**config.mk**
```make
export PLATFORM = sky130hd
export DESIGN_NAME = fifo_ddr3_bridge_flat
export DESIGN_NICKNAME = d
export VERILOG_FILES = /design/src/rtl/fifo_ddr3_pkg.sv /design/src/rtl/fifo_ddr3_bridge_if.sv /design/src/rtl/fifo_ddr3_rsp_fifo.sv /design/src/rtl/fifo_ddr3_bridge.sv /design/src/flat_wrapper.sv
export SDC_FILE = /design/constraint.sdc
export NUM_CORES = 2
export LEC_CHECK = 0
export CAP_MARGIN = 20
export CORE_MARGIN = 10
export CORE_UTILIZATION = 38
export CTS_CLUSTER_DIAMETER = 60
export DETAILED_ROUTE_END_ITERATION = 16
export GPL_ROUTABILITY_DRIVEN = 0
export MAX_ROUTING_LAYER = met4
export SLEW_MARGIN = 20
export SYNTH_ARGS = -nofsm -noshare
export SYNTH_HDL_FRONTEND = slang
export SYNTH_SLANG_ARGS = --single-unit
```
**constraint.sdc**
```tcl
create_clock -name clk -period 16.39 [get_ports clk]
set_clock_uncertainty 0.05 [all_clocks]
set_input_delay 4.917 -clock clk [delete_from_list [all_inputs] [get_ports clk]]
set_output_delay 4.917 -clock clk [all_outputs]
set_load 0.1 [all_outputs]
```
**src/rtl/fifo_ddr3_pkg.sv**
```systemverilog
// Shared definitions for the fifo-to-DDR3 bridge.
// Contents: bus widths, DDR user-port command codes, bridge FSM state codes
// and a helper that advances a DDR word address with 27-bit wrap.
package fifo_ddr3_pkg;

  localparam int ADDR_W = 27;   // DDR user-port address width
  localparam int DATA_W = 128;  // one DDR user-port word
  localparam int MASK_W = 16;   // one mask bit per data byte
  localparam int BURST_W = 6;   // upstream burst count field (beats - 1)
  localparam int BEAT_W = 7;    // holds 1..64 remaining beats

  // DDR user-port command encodings
  localparam logic [2:0] DDR_CMD_WR = 3'b000;
  localparam logic [2:0] DDR_CMD_RD = 3'b001;

  // Bridge FSM state codes
  localparam logic [1:0] ST_INIT = 2'd0;
  localparam logic [1:0] ST_IDLE = 2'd1;
  localparam logic [1:0] ST_WR   = 2'd2;
  localparam logic [1:0] ST_RD   = 2'd3;

  // Upstream command type field
  typedef enum logic {
    CMD_READ  = 1'b0,
    CMD_WRITE = 1'b1
  } cmd_type_e;

  // Next single-word DDR address; wraps naturally at 2^27.
  function automatic logic [ADDR_W-1:0] next_word_addr(
    input logic [ADDR_W-1:0] addr,
    input logic [ADDR_W-1:0] step
  );
    return addr + step;
  endfunction

endpackage

```
**src/rtl/fifo_ddr3_bridge_if.sv**
```systemverilog
// Upstream fifo-style command/response bus of the DDR3 bridge.
// Handshake: a transfer happens on a rising clock edge where valid and ready
// are both high. The source holds valid and its payload stable until that
// edge; ready may depend combinationally on the sink's state, never on valid.
// Modports:
//   master : upstream (cache front-end) - drives command, takes responses
//   slave  : the bridge - accepts commands, returns read words in order
interface fifo_ddr3_bridge_if import fifo_ddr3_pkg::*; ();

  logic                fifo_cmd_valid;
  logic                fifo_cmd_ready;
  logic                fifo_cmd_type;       // 0 read, 1 write
  logic [ADDR_W-1:0]   fifo_cmd_addr;
  logic [BURST_W-1:0]  fifo_cmd_burst_cnt;  // read beats - 1
  logic [DATA_W-1:0]   fifo_cmd_wt_data;
  logic [MASK_W-1:0]   fifo_cmd_wt_mask;    // 1 = byte not written

  logic                fifo_rsp_valid;
  logic                fifo_rsp_ready;
  logic [DATA_W-1:0]   fifo_rsp_data;

  modport master (
    output fifo_cmd_valid, fifo_cmd_type, fifo_cmd_addr, fifo_cmd_burst_cnt,
           fifo_cmd_wt_data, fifo_cmd_wt_mask, fifo_rsp_ready,
    input  fifo_cmd_ready, fifo_rsp_valid, fifo_rsp_data
  );

  modport slave (
    input  fifo_cmd_valid, fifo_cmd_type, fifo_cmd_addr, fifo_cmd_burst_cnt,
           fifo_cmd_wt_data, fifo_cmd_wt_mask, fifo_rsp_ready,
    output fifo_cmd_ready, fifo_rsp_valid, fifo_rsp_data
  );

endinterface

```
**src/rtl/fifo_ddr3_rsp_fifo.sv**
```systemverilog
// First-word-fall-through synchronous FIFO holding returned read words.
// Ports:
//   clk, rstn        clock, async active-low reset
//   push, push_data  write one word (ignored when full)
//   pop              remove head word (ignored when empty)
//   empty            no word stored
//   count            words stored, 0..DEPTH
//   head_data        current head word, zero while empty
// A word pushed into an empty FIFO becomes visible on the next cycle.
module fifo_ddr3_rsp_fifo #(
  parameter int DEPTH = 16,
  parameter int WIDTH = 128,
  localparam int AW = $clog2(DEPTH),
  localparam int CW = AW + 1
) (
  input  logic             clk,
  input  logic             rstn,
  input  logic             push,
  input  logic [WIDTH-1:0] push_data,
  input  logic             pop,
  output logic             empty,
  output logic [CW-1:0]    count,
  output logic [WIDTH-1:0] head_data
);

  logic [AW-1:0]    wr_ptr_q, wr_ptr_d;
  logic [AW-1:0]    rd_ptr_q, rd_ptr_d;
  logic [CW-1:0]    count_q, count_d;
  logic [WIDTH-1:0] mem_q [DEPTH];
  logic             do_push, do_pop;

  assign do_push = push && (count_q != CW'(DEPTH));
  assign do_pop  = pop && (count_q != '0);

  always_comb begin
    wr_ptr_d = wr_ptr_q;
    rd_ptr_d = rd_ptr_q;
    count_d  = count_q;
    if (do_push) wr_ptr_d = wr_ptr_q + AW'(1);
    if (do_pop)  rd_ptr_d = rd_ptr_q + AW'(1);
    unique case ({do_push, do_pop})
      2'b10:   count_d = count_q + CW'(1);
      2'b01:   count_d = count_q - CW'(1);
      default: count_d = count_q;
    endcase
  end

  always_ff @(posedge clk or negedge rstn) begin
    if (!rstn) begin
      wr_ptr_q <= '0;
      rd_ptr_q <= '0;
      count_q  <= '0;
    end else begin
      wr_ptr_q <= wr_ptr_d;
      rd_ptr_q <= rd_ptr_d;
      count_q  <= count_d;
    end
  end

  // Storage needs no reset; the head is masked while empty.
  always_ff @(posedge clk) begin
    if (do_push) mem_q[wr_ptr_q] <= push_data;
  end

  assign empty     = (count_q == '0);
  assign count     = count_q;
  assign head_data = empty ? '0 : mem_q[rd_ptr_q];

endmodule

```
**src/rtl/fifo_ddr3_bridge.sv**
```systemverilog
// fifo_ddr3_bridge: turns the cache front-end's fifo command/response stream
// into Gowin DDR3 user-port traffic. Reads are split into single-word DDR
// reads, each protected by a response-FIFO credit so returned data can never
// overflow; writes are single-word with byte masks. Read data returns in
// issue order. Single clock domain (DDR user clock).
// Ports:
//   clk, rstn            DDR user clock, async active-low reset
//   fifo                 upstream command/response bus (slave side)
//   ddr_*                Gowin DDR3 user port (command, write data, read data)
//   dbg_state            current FSM state code (ST_* in fifo_ddr3_pkg)
// Optional build macro FIFO_DDR3_BRIDGE_PERF_EN adds saturating counters:
//   perf_rd_words        read words issued to DDR
//   perf_wr_words        write words issued to DDR
//   perf_stall_cycles    cycles in RD/WR where the command was held back
module fifo_ddr3_bridge import fifo_ddr3_pkg::*; #(
  parameter int RSP_DEPTH = 16,
  parameter int ADDR_STEP = 8,
  parameter int INIT_WAIT = 1
) (
  input  logic               clk,
  input  logic               rstn,
  fifo_ddr3_bridge_if.slave  fifo,
  input  logic               ddr_init_done,
  input  logic               ddr_cmd_ready,
  output logic [2:0]         ddr_cmd,
  output logic               ddr_cmd_en,
  output logic [ADDR_W-1:0]  ddr_addr,
  input  logic               ddr_wr_data_rdy,
  output logic [DATA_W-1:0]  ddr_wr_data,
  output logic               ddr_wr_data_en,
  output logic               ddr_wr_data_end,
  output logic [MASK_W-1:0]  ddr_wr_data_mask,
  input  logic [DATA_W-1:0]  ddr_rd_data,
  input  logic               ddr_rd_data_valid,
  input  logic               ddr_rd_data_end,
  output logic [1:0]         dbg_state
`ifdef FIFO_DDR3_BRIDGE_PERF_EN
  ,
  output logic [31:0]        perf_rd_words,
  output logic [31:0]        perf_wr_words,
  output logic [31:0]        perf_stall_cycles
`endif
);

  localparam int CW = $clog2(RSP_DEPTH) + 1;
  localparam logic [15:0] INIT_WAIT_C = 16'(INIT_WAIT);

  logic [1:0]        state_q, state_d;
  logic [15:0]       init_cnt_q, init_cnt_d;
  logic [ADDR_W-1:0] addr_q, addr_d;
  logic [DATA_W-1:0] data_q, data_d;
  logic [MASK_W-1:0] mask_q, mask_d;
  logic [BEAT_W-1:0] beats_q, beats_d;
  logic [CW-1:0]     outstanding_q, outstanding_d;

  logic              cmd_ready;
  logic              cmd_hs;
  logic              wr_fire;
  logic              rd_issue;
  logic              rd_push;
  logic              credit_ok;
  logic [CW:0]       in_use;
  logic              rsp_empty;
  logic [CW-1:0]     rsp_count;
  logic              unused_rd_end;

  // Single-word reads: the end strobe carries no extra information.
  assign unused_rd_end = ddr_rd_data_end;

  // Ready also drops the same cycle calibration is lost, so no command is
  // accepted that would immediately be abandoned.
  assign cmd_ready = (state_q == ST_IDLE) && ddr_init_done;
  assign cmd_hs    = fifo.fifo_cmd_valid && cmd_ready;

  // Every word in the FIFO or still in flight consumes one slot.
  assign in_use    = {1'b0, rsp_count} + {1'b0, outstanding_q};
  assign credit_ok = in_use < (CW+1)'(RSP_DEPTH);

  assign wr_fire  = (state_q == ST_WR) && ddr_init_done &&
                    ddr_cmd_ready && ddr_wr_data_rdy;
  assign rd_issue = (state_q == ST_RD) && ddr_init_done &&
                    ddr_cmd_ready && credit_ok;

  // Returns with nothing outstanding (e.g. after a reset) are discarded.
  assign rd_push = ddr_rd_data_valid && (outstanding_q != '0);

  always_comb begin
    state_d       = state_q;
    init_cnt_d    = init_cnt_q;
    addr_d        = addr_q;
    data_d        = data_q;
    mask_d        = mask_q;
    beats_d       = beats_q;
    outstanding_d = outstanding_q + CW'(rd_issue) - CW'(rd_push);

    unique case (state_q)
      ST_INIT: begin
        if (init_cnt_q >= INIT_WAIT_C) state_d = ST_IDLE;
        else                           init_cnt_d = init_cnt_q + 16'd1;
      end
      ST_IDLE: begin
        if (cmd_hs) begin
          addr_d  = fifo.fifo_cmd_addr;
          data_d  = fifo.fifo_cmd_wt_data;
          mask_d  = fifo.fifo_cmd_wt_mask;
          beats_d = BEAT_W'(fifo.fifo_cmd_burst_cnt) + BEAT_W'(1);
          state_d = (fifo.fifo_cmd_type == CMD_WRITE) ? ST_WR : ST_RD;
        end
      end
      ST_WR: begin
        if (wr_fire) state_d = ST_IDLE;
      end
      ST_RD: begin
        if (rd_issue) begin
          addr_d  = next_word_addr(addr_q, ADDR_W'(ADDR_STEP));
          beats_d = beats_q - BEAT_W'(1);
          if (beats_q == BEAT_W'(1)) state_d = ST_IDLE;
        end
      end
      default: state_d = ST_INIT;
    endcase

    // Losing calibration abandons whatever command is in progress and
    // restarts the settle count once it comes back.
    if (!ddr_init_done) begin
      state_d    = ST_INIT;
      init_cnt_d = '0;
    end
  end

  always_ff @(posedge clk or negedge rstn) begin
    if (!rstn) begin
      state_q       <= ST_INIT;
      init_cnt_q    <= '0;
      addr_q        <= '0;
      data_q        <= '0;
      mask_q        <= '0;
      beats_q       <= '0;
      outstanding_q <= '0;
    end else begin
      state_q       <= state_d;
      init_cnt_q    <= init_cnt_d;
      addr_q        <= addr_d;
      data_q        <= data_d;
      mask_q        <= mask_d;
      beats_q       <= beats_d;
      outstanding_q <= outstanding_d;
    end
  end

  fifo_ddr3_rsp_fifo #(
    .DEPTH (RSP_DEPTH),
    .WIDTH (DATA_W)
  ) u_rsp_fifo (
    .clk       (clk),
    .rstn      (rstn),
    .push      (rd_push),
    .push_data (ddr_rd_data),
    .pop       (fifo.fifo_rsp_ready),
    .empty     (rsp_empty),
    .count     (rsp_count),
    .head_data (fifo.fifo_rsp_data)
  );

  assign fifo.fifo_cmd_ready = cmd_ready;
  assign fifo.fifo_rsp_valid = !rsp_empty;

  // Command and write-data strobes come straight from the DDR readies so a
  // write is presented exactly once, in the cycle both sides accept it.
  assign ddr_cmd          = (state_q == ST_RD) ? DDR_CMD_RD : DDR_CMD_WR;
  assign ddr_cmd_en       = wr_fire || rd_issue;
  assign ddr_addr         = addr_q;
  assign ddr_wr_data      = data_q;
  assign ddr_wr_data_mask = mask_q;
  assign ddr_wr_data_en   = wr_fire;
  assign ddr_wr_data_end  = wr_fire;
  assign dbg_state        = state_q;

`ifdef FIFO_DDR3_BRIDGE_PERF_EN
  logic [31:0] perf_rd_q, perf_rd_d;
  logic [31:0] perf_wr_q, perf_wr_d;
  logic [31:0] perf_stall_q, perf_stall_d;
  logic        stall;

  assign stall = ((state_q == ST_RD) && !rd_issue) ||
                 ((state_q == ST_WR) && !wr_fire);

  always_comb begin
    perf_rd_d    = perf_rd_q;
    perf_wr_d    = perf_wr_q;
    perf_stall_d = perf_stall_q;
    if (rd_issue && (perf_rd_q != '1))    perf_rd_d    = perf_rd_q + 32'd1;
    if (wr_fire && (perf_wr_q != '1))     perf_wr_d    = perf_wr_q + 32'd1;
    if (stall && (perf_stall_q != '1))    perf_stall_d = perf_stall_q + 32'd1;
  end

  always_ff @(posedge clk or negedge rstn) begin
    if (!rstn) begin
      perf_rd_q    <= '0;
      perf_wr_q    <= '0;
      perf_stall_q <= '0;
    end else begin
      perf_rd_q    <= perf_rd_d;
      perf_wr_q    <= perf_wr_d;
      perf_stall_q <= perf_stall_d;
    end
  end

  assign perf_rd_words     = perf_rd_q;
  assign perf_wr_words     = perf_wr_q;
  assign perf_stall_cycles = perf_stall_q;
`endif

endmodule

```
**src/flat_wrapper.sv**
```systemverilog
// flat-port wrapper written by rule: the top's interface ports become plain ports
module fifo_ddr3_bridge_flat import fifo_ddr3_pkg::*;
#(
  parameter int RSP_DEPTH = 16,
  parameter int ADDR_STEP = 8,
  parameter int INIT_WAIT = 1
)
  (clk, rstn, ddr_init_done, ddr_cmd_ready, ddr_cmd, ddr_cmd_en, ddr_addr, ddr_wr_data_rdy, ddr_wr_data, ddr_wr_data_en, ddr_wr_data_end, ddr_wr_data_mask, ddr_rd_data, ddr_rd_data_valid, ddr_rd_data_end, dbg_state, fifo_fifo_cmd_valid, fifo_fifo_cmd_type, fifo_fifo_cmd_addr, fifo_fifo_cmd_burst_cnt, fifo_fifo_cmd_wt_data, fifo_fifo_cmd_wt_mask, fifo_fifo_rsp_ready, fifo_fifo_cmd_ready, fifo_fifo_rsp_valid, fifo_fifo_rsp_data);
  fifo_ddr3_bridge_if fifo_i ();
  input  logic clk;
  input  logic rstn;
  input  logic ddr_init_done;
  input  logic ddr_cmd_ready;
  output logic [2:0] ddr_cmd;
  output logic ddr_cmd_en;
  output logic [ADDR_W-1:0] ddr_addr;
  input  logic ddr_wr_data_rdy;
  output logic [DATA_W-1:0] ddr_wr_data;
  output logic ddr_wr_data_en;
  output logic ddr_wr_data_end;
  output logic [MASK_W-1:0] ddr_wr_data_mask;
  input  logic [DATA_W-1:0] ddr_rd_data;
  input  logic ddr_rd_data_valid;
  input  logic ddr_rd_data_end;
  output logic [1:0] dbg_state;
  input wire logic [$bits(fifo_i.fifo_cmd_valid)-1:0] fifo_fifo_cmd_valid;
  input wire logic [$bits(fifo_i.fifo_cmd_type)-1:0] fifo_fifo_cmd_type;
  input wire logic [$bits(fifo_i.fifo_cmd_addr)-1:0] fifo_fifo_cmd_addr;
  input wire logic [$bits(fifo_i.fifo_cmd_burst_cnt)-1:0] fifo_fifo_cmd_burst_cnt;
  input wire logic [$bits(fifo_i.fifo_cmd_wt_data)-1:0] fifo_fifo_cmd_wt_data;
  input wire logic [$bits(fifo_i.fifo_cmd_wt_mask)-1:0] fifo_fifo_cmd_wt_mask;
  input wire logic [$bits(fifo_i.fifo_rsp_ready)-1:0] fifo_fifo_rsp_ready;
  output wire logic [$bits(fifo_i.fifo_cmd_ready)-1:0] fifo_fifo_cmd_ready;
  output wire logic [$bits(fifo_i.fifo_rsp_valid)-1:0] fifo_fifo_rsp_valid;
  output wire logic [$bits(fifo_i.fifo_rsp_data)-1:0] fifo_fifo_rsp_data;
  assign fifo_i.fifo_cmd_valid = fifo_fifo_cmd_valid;
  assign fifo_i.fifo_cmd_type = fifo_fifo_cmd_type;
  assign fifo_i.fifo_cmd_addr = fifo_fifo_cmd_addr;
  assign fifo_i.fifo_cmd_burst_cnt = fifo_fifo_cmd_burst_cnt;
  assign fifo_i.fifo_cmd_wt_data = fifo_fifo_cmd_wt_data;
  assign fifo_i.fifo_cmd_wt_mask = fifo_fifo_cmd_wt_mask;
  assign fifo_i.fifo_rsp_ready = fifo_fifo_rsp_ready;
  assign fifo_fifo_cmd_ready = fifo_i.fifo_cmd_ready;
  assign fifo_fifo_rsp_valid = fifo_i.fifo_rsp_valid;
  assign fifo_fifo_rsp_data = fifo_i.fifo_rsp_data;
  fifo_ddr3_bridge #(.RSP_DEPTH(RSP_DEPTH), .ADDR_STEP(ADDR_STEP), .INIT_WAIT(INIT_WAIT)) u_core (.clk(clk), .rstn(rstn), .fifo(fifo_i), .ddr_init_done(ddr_init_done), .ddr_cmd_ready(ddr_cmd_ready), .ddr_cmd(ddr_cmd), .ddr_cmd_en(ddr_cmd_en), .ddr_addr(ddr_addr), .ddr_wr_data_rdy(ddr_wr_data_rdy), .ddr_wr_data(ddr_wr_data), .ddr_wr_data_en(ddr_wr_data_en), .ddr_wr_data_end(ddr_wr_data_end), .ddr_wr_data_mask(ddr_wr_data_mask), .ddr_rd_data(ddr_rd_data), .ddr_rd_data_valid(ddr_rd_data_valid), .ddr_rd_data_end(ddr_rd_data_end), .dbg_state(dbg_state));
endmodule
```
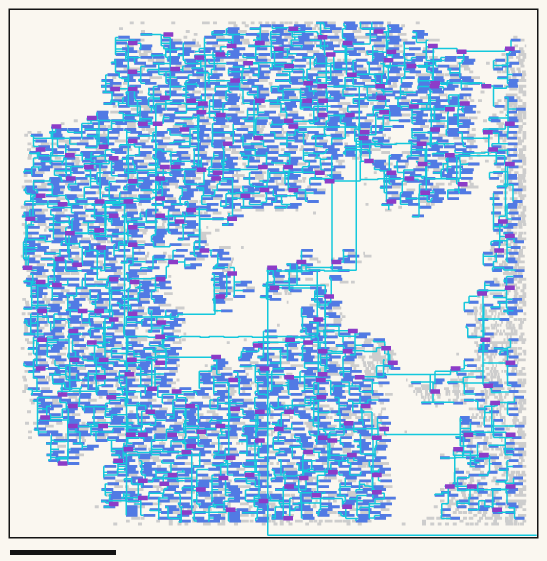
Fig. 1. Clock network drawn from the DEF.
Bar = 100 um.
- cyan: clock wires (length 26.5 mm)
- blue: flip-flops (count 2262)
- purple: clock-net drivers (count 232)
- routed clock nets: 233
- flops lie: all over the die
clk_lat worst skew: 0.89 ns

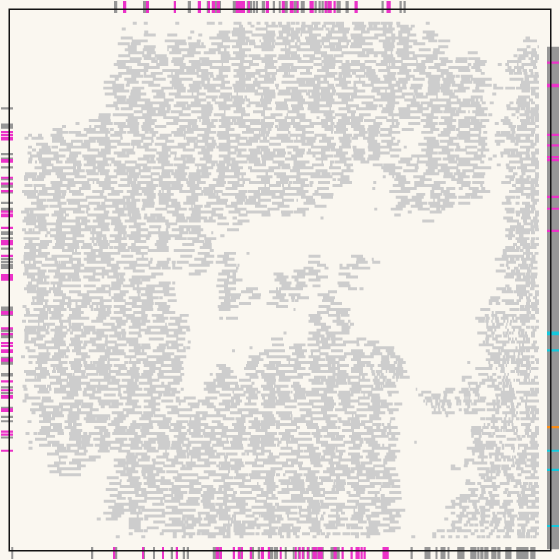
Fig. 2. Pin map.
Pins as bars across the die edge, other pins in gray.
- orange: `ddr_wr_data_end` (pins 1; direction output; edge right)
- cyan: `fifo_fifo_cmd_burst_cnt` (pins 6; direction input; edge right)
- magenta: `fifo_fifo_rsp_data` (pins 128; direction output; edge 40 left, 40 top, 38 bottom, 10 right)
Die Y: 497.7 um
IO Port Bufs: 620
Die W: 497.7 um

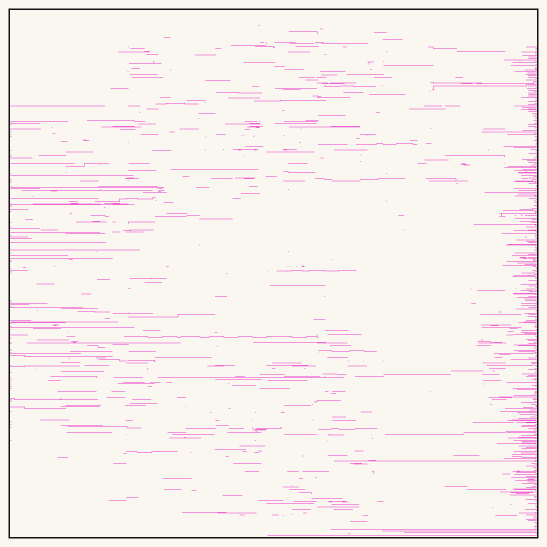
Fig. 3. M3 wires.
- main direction: horizontal
- nets with wire on the layer: 591
met3 track demand over resource: 0.04364
vias: 42.01k
final WL: 227700 um

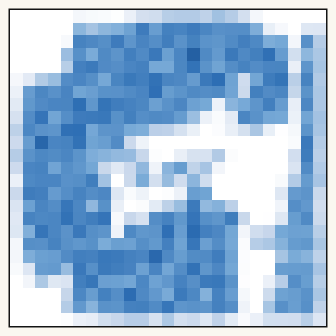
Fig. 4. Cell area per tile.
25 x 25 tiles, from white (low) to dark blue (high), 0 to 100% covered.
- tiles over 75% full: 1.0%
- nearly empty tiles: 16%
- mean over tiles: 40%
- fullest tile: 81%
- emptiest ninth of the die: right middle

==> impl_metrics.toml <==
# physical design summary
[cells_and_area]
drive_gt1_frac = 0.2045
largest_class = "registers"
logic_area_um2 = 18870
nNetsFinal = 4939
design_area_um2 = 103900
largest_register_ffs = 2048
top_register = "u_core.u_rsp_fifo.mem_q"
fin_util = 0.4571
fill_cells = 18990
inverters_excl_clock = 31
buffers_excl_clock = 688

[detailed_routing]
wl_met3_um = 14880
first_pass_iters = 5
routed_via_density = 5.361
drt-initial-drc-count = 3356
ant_nets = 0

[setup_path]
cpMostUsedCell = "clkdlybuf4s50_1"
cp-end-kind = "output port"
crit_fanout = 6
path_cells = "clkdlybuf4s50_1 -> nor4b_1 -> nand4_1 -> nor2_1 -> or2_2 -> clkdlybuf4s50_1"
critPathBufInv = 2
critical_path_class = "input port to output port"
crit_arrival_ns = 8.10
slowest_stage = "clkdlybuf4s50_1"

[synth]
ys.flops = 2262
ys_sh_aoi = 0.01775
syn_area_um2 = 86710
synth_area_per_cell_um2 = 22.30
ff_type = "edfxtp_1"
top_area_frac = 0.7093
common_cells = "edfxtp_1, mux4_2, mux2i_1, dfrtp_1, mux2_1"
synthAdderAreaFrac = 0.004214
ys_cells = 3889
simple_gate_area_frac = 0.01082
synth.area.top_cells = "edfxtp_1, mux4_2, dfrtp_1"

[flow_run]
maxCapViolCount = 0

[status]
status = "finished, final reports clean"

[global_route]
use_met2 = 0.3026
gr-total-overflow = 0
grt-busiest-layer = "met2"
antenna_found_initial = 53
grt_pass1_vias = 43790

[final_timing]
final.setup.worst_slack_ns = 3.326
rsz0062_at_grt = "false"
hold_viol_final = 0
drv_slew = 0
period_minus_slack_ns = 13.06
tightest_slew_ns = 1.299
period_used_share = 0.7971

[placement]
dp.cells = 7370
dpl_cell_area_um2 = 96420

[die]
row_count = 175
taps = 3009

[clock_tree]
cts.clk_slew.worst_paths_ns = 0.05
cts_hold_buf = 0
cts_repair_resize_count = 0
